==> config.mk <==
export PLATFORM = sky130hd
export DESIGN_NAME = reminder_sequencer
export DESIGN_NICKNAME = d
export VERILOG_FILES = /design/src/rtl/reminder_sequencer.sv
export SDC_FILE = /design/constraint.sdc
export NUM_CORES = 1
export LEC_CHECK = 0
export CAP_MARGIN = 20
export CORE_MARGIN = 2
export CORE_UTILIZATION = 34
export CTS_CLUSTER_DIAMETER = 60
export CTS_CLUSTER_SIZE = 12
export DETAILED_ROUTE_END_ITERATION = 16
export GPL_TIMING_DRIVEN = 0
export PLACE_DENSITY = 0.6
export SYNTH_ARGS = -nofsm -noshare
export SYNTH_HDL_FRONTEND = slang
export SYNTH_SLANG_ARGS = --single-unit
==> constraint.sdc <==
create_clock -name clk -period 5 [get_ports clk]
set_input_delay 1.5 -clock clk [delete_from_list [all_inputs] [get_ports clk]]
set_output_delay 1.5 -clock clk [all_outputs]
set_load 0.05 [all_outputs]
Fig. 1: cells by drive strength
The bar under the picture is 20 µm long.
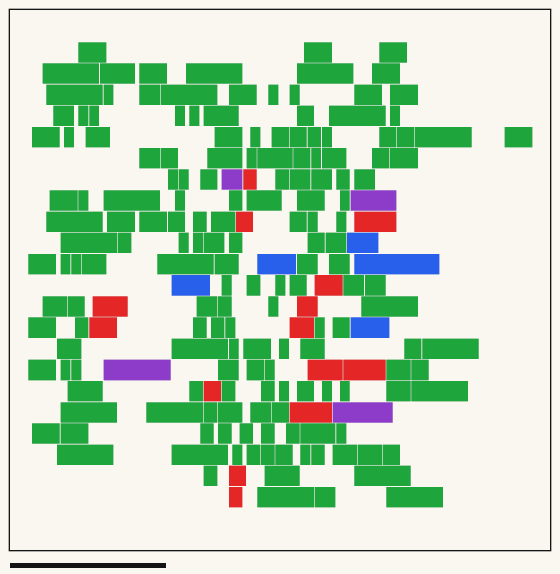
| colour | size | cells |
|---|---|---|
| green | _0 and _1 cells | 168 |
| red | _2 cells | 14 |
| blue | _6 and larger | 5 |
| purple | _3 and _4 cells | 4 |
final instance area: 1760 µm²
Area growth, synth to finish: 20.9%
Buffers, non-clock: 25
final worst slack: 1830 ps

Fig. 2: track usage over the die
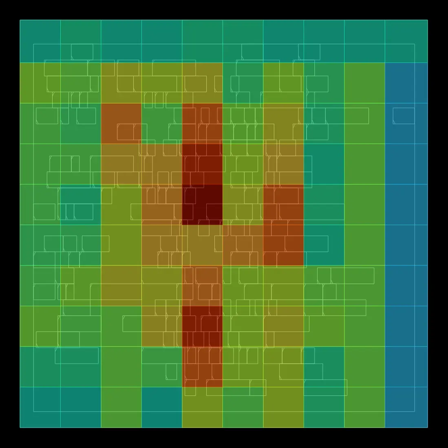
Tot GR Track Use: 14.7%
drt wl/cell: 14.5 µm
fin util: 43.3%
met3 GRT Util: 3.20%
GR Util met1: 18.5%

Fig. 3: selected gate families
The bar under the picture is 20 µm long.
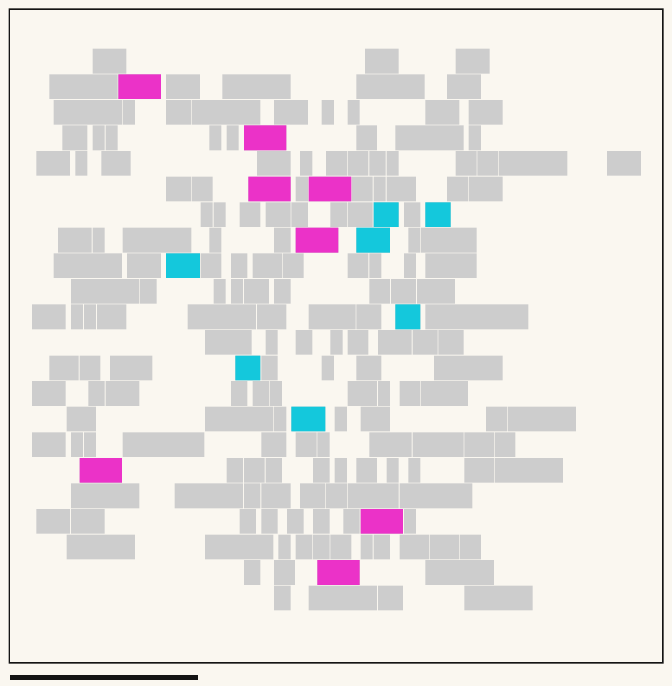
| colour | family | cells |
|---|---|---|
| magenta | adder and majority cells | 8 |
| cyan | AND-OR and OR-AND gates | 7 |
Non-Filler Instances: 241
Comb/total area: 52.8%

Fig. 4: sequential cells coloured by netlist name
The bar under the picture is 20 µm long. Other sequential cells in the stronger grey, the rest of the logic in the fainter grey.
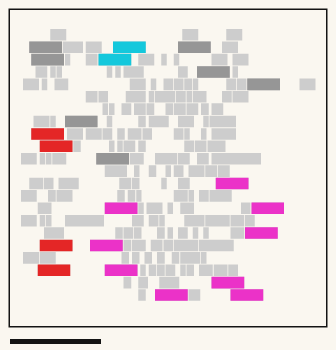
| colour | signal | placed flops |
|---|---|---|
| magenta | cnt_q | 9 |
| cyan | state | 2 |
| red | missed_count | 4 |
not coloured: 7
Flop area: 440 µm²
sequential power: 191 µW
fraction of area in registers: 25.1%

Fig. 5: placed cells, one colour a class
The bar under the picture is 20 µm long.
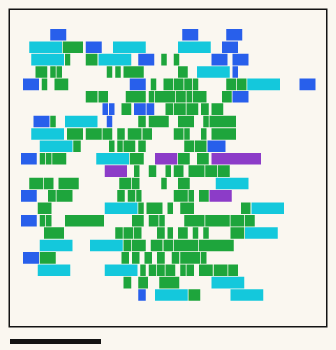
| colour | class | cells |
|---|---|---|
| green | combinational and other logic | 140 |
| purple | clock drivers and dummy loads | 4 |
| blue | other buffers and delay cells | 25 |
| cyan | flops | 22 |
CORE AREA: 4060 µm²
row count: 23

==> run_results.csv <==
group,metric,value,unit
sta,hold_viol_final,0,
critical_path,crit_chain,"buf_4 -> clkdlybuf4s50_1",
power_and_ir_drop,vdd_ir_drop_max,109,µV
flow_run,maxCapViolCount,0,
logic_synthesis,ys_cells,170,
sta,fin_setup_tns,0,ps
critical_path,reg2reg_depth,8,
critical_path,path_delay_family,"buffers and inverters",
power_and_ir_drop,switching_share,28.2,%
power_and_ir_drop,p_comb_share,21.0,%
critical_path,max_stage_delay,790,ps
detailed_routing,dr.pass1.iters,4,
critical_path,end_kind,"output port",
power_and_ir_drop,p_switching,129,µW
logic_synthesis,muxShareOfSynthArea,1.38,%
critical_path,worstPathRequired,3500,ps
sta,max_clock_freq,315,MHz
flow_run,warnings,30,
logic_synthesis,ys_top_logic_family,"simple AND/OR/NAND/NOR gates",
floorplanning,ioPinCount,19,
logic_synthesis,top_cell_area_share,30.3,%
logic_synthesis,synth_cell_types,51,
cells_and_area,fillers,395,
power_and_ir_drop,p_seq_share,41.9,%
logic_synthesis,adder_share,6.89,%
sta,relSlewSlack,66.2,%
clock_tree,cts_setup_buffers,0,
logic_synthesis,syn_avg_cell_area,8.54,µm²
critical_path,critical-path-slowest-cell,"clkdlybuf4s50_1",
floorplanning,fp.dieH,69.4,µm
sta,final-max-slew-violation-count,0,
sta,finalCritPeriodShare,63.4,%
logic_synthesis,synth_simple_gate_area_share,28.3,%
sta,worst_pin_slew,506,ps
clock_tree,cts_resized,0,
placed_design,hpwl,2670,µm
power_and_ir_drop,p_leak,0.665,nW
global_routing,grt_overflow,0,
cells_and_area,final_layout_top_logic_cells,"dfxtp_1, clkdlybuf4s50_1, nor2_1, inv_1, a21oi_1",
clock_tree,cts.htree.levels,1,
detailed_routing,drc,0,
logic_synthesis,ys.flop_type,"dfxtp_1",
detailed_routing,wl,3490,µm
detailed_routing,vias,1307,
placed_design,gp_congestion,0.963,
clock_tree,cts_tree,"yes",
critical_path,arrival,1670,ps
floorplanning,fp_util,35.8,%
logic_synthesis,postSynthSeqShare,30.3,%
sta,setup_violations,0,
logic_synthesis,xor_share,4.22,%
power_and_ir_drop,p_clk_share,37.0,%
clock_tree,clock-sinks,22,
detailed_routing,via_per_inst,5.42,
logic_synthesis,edf_count,0,
clock_tree,cts_buffer_depth,2,
clock_tree,cts-root-buf,"clkbuf_8",
critical_path,crit_cells,2,
cells_and_area,diodes,0,
cells_and_area,layout_top_cell,"dfxtp_1",
sta,fin_skew,2.00,ps
clock_tree,clk_latency,270,ps
logic_synthesis,topCellsByArea,"dfxtp_1, ha_1, xnor2_1",
run_status,run_status,"complete, no violations",
min_path,hp-class,"reg -> reg",
cells_and_area,drive_above_1_share,12.0,%
critical_path,start_kind,"flop",
clock_tree,postCtsHoldBufs,0,
clock_tree,numCtsBuffers,3,
sta,finalCriticalPeriod,3170,ps
global_routing,grt_pass1_vias,1250,
logic_synthesis,syn_nets,184,
cells_and_area,nNetsFinal,206,
global_routing,grt_pass1_wl,5950,µm
logic_synthesis,synthCells,170,
critical_path,crit_fanout,7,
min_path,whs_path_depth,2,
critical_path,path_class,"reg -> out",
logic_synthesis,ys_ff,22,
logic_synthesis,top_area_cell,"dfxtp_1",
detailed_routing,ant_nets,0,
clock_tree,clkTransAtPathRegs,80,ps
critical_path,rrSetupSlack,2860,ps
floorplanning,die_w,69.4,µm
critical_path,path_buffers,2,
sta,rsz0062_at_grt,"false",
power_and_ir_drop,power_density,260,nW/µm²
logic_synthesis,syn_area,1450,µm²
logic_synthesis,async_reset_ff_share,0,%
metrics by stage:
stage	area, µm²	instances	power, mW	hold WS (ps)
after floorplan	1450	170	0.265	431
final	1760	241	0.457	475
after global placement	1690	237	0.288	438
after CTS	1760	241	0.459	475
after global routing	1760	241	0.479	501
after detailed placement	1690	237	0.291	462
worst register-to-register path: stages (launching register included):
cell and delay, ps:
dfxtp_1 460, inv_1 100, ha_1 200, buf_2 170
nor3_1 340, nor3_4 130, nor3b_1 190, a311oi_2 330
and3b_1 190
power by group through the flow:
stage | clock network, mW | logic, mW | registers (mW)
floorplan | 0 | 0.0633 | 0.201
global placement | 0 | 0.0935 | 0.195
detailed placement | 0 | 0.0956 | 0.195
CTS | 0.172 | 0.0958 | 0.191
global route | 0.181 | 0.106 | 0.193
finish | 0.169 | 0.0960 | 0.191
layout make-up:
type                            instances  area [µm²]  area share [%]
Clock inverter                          1        30.0            1.71
Multi-Input combinational cell        129         927            52.8
Clock buffer                            3        41.3            2.35
Buffer                                  8        43.8            2.49
Inverter                               11        41.3            2.35
Sequential cell                        22         440            25.1
Timing Repair Buffer                   17         170            9.69
Tap cell                               50        62.6            3.56
routing by layer:
metal  share of wire [%]  up-vias  wire length (µm)  track usage, %
met3                 4.8        4               169            3.20
li1                    -      647                 -               -
met1                  45      623              1570            18.5
met5                   0        -                 0               0
met2                  49       33              1700            25.5
met4                 1.4        0                49            3.70
kinds of logic (layout without fill, tap and decap cells):
family          Yosys count  after routing
simple gates             65             65
buf+inv                  19             40
xor+xnor                  7              7
fa+ha+maj                 8              8
compound gates           47             47
mux                       2              2
flops                    22             22
synth_stat cells (2+ instances only):
cell / number
nor2_1: 15
a21o_1: 2
inv_1: 11
a21oi_1: 11
and3_1: 2
nand3_1: 2
ha_1: 8
a31oi_1: 6
o2111ai_2: 2
nor3_1: 3
xnor2_1: 7
nand3b_1: 2
o21a_1: 2
o21ai_1: 4
o21ai_0: 5
dfxtp_1: 22
o31ai_1: 3
buf_2: 2
o211ai_1: 2
and2_1: 3
nand2b_1: 4
nor2b_1: 6
mux2i_1: 2
nor3b_1: 3
clkbuf_1: 4
nand2_1: 10
and3b_1: 2
or2_2: 2
Power figures rest on the tool's default switching activity, not on a simulated workload.
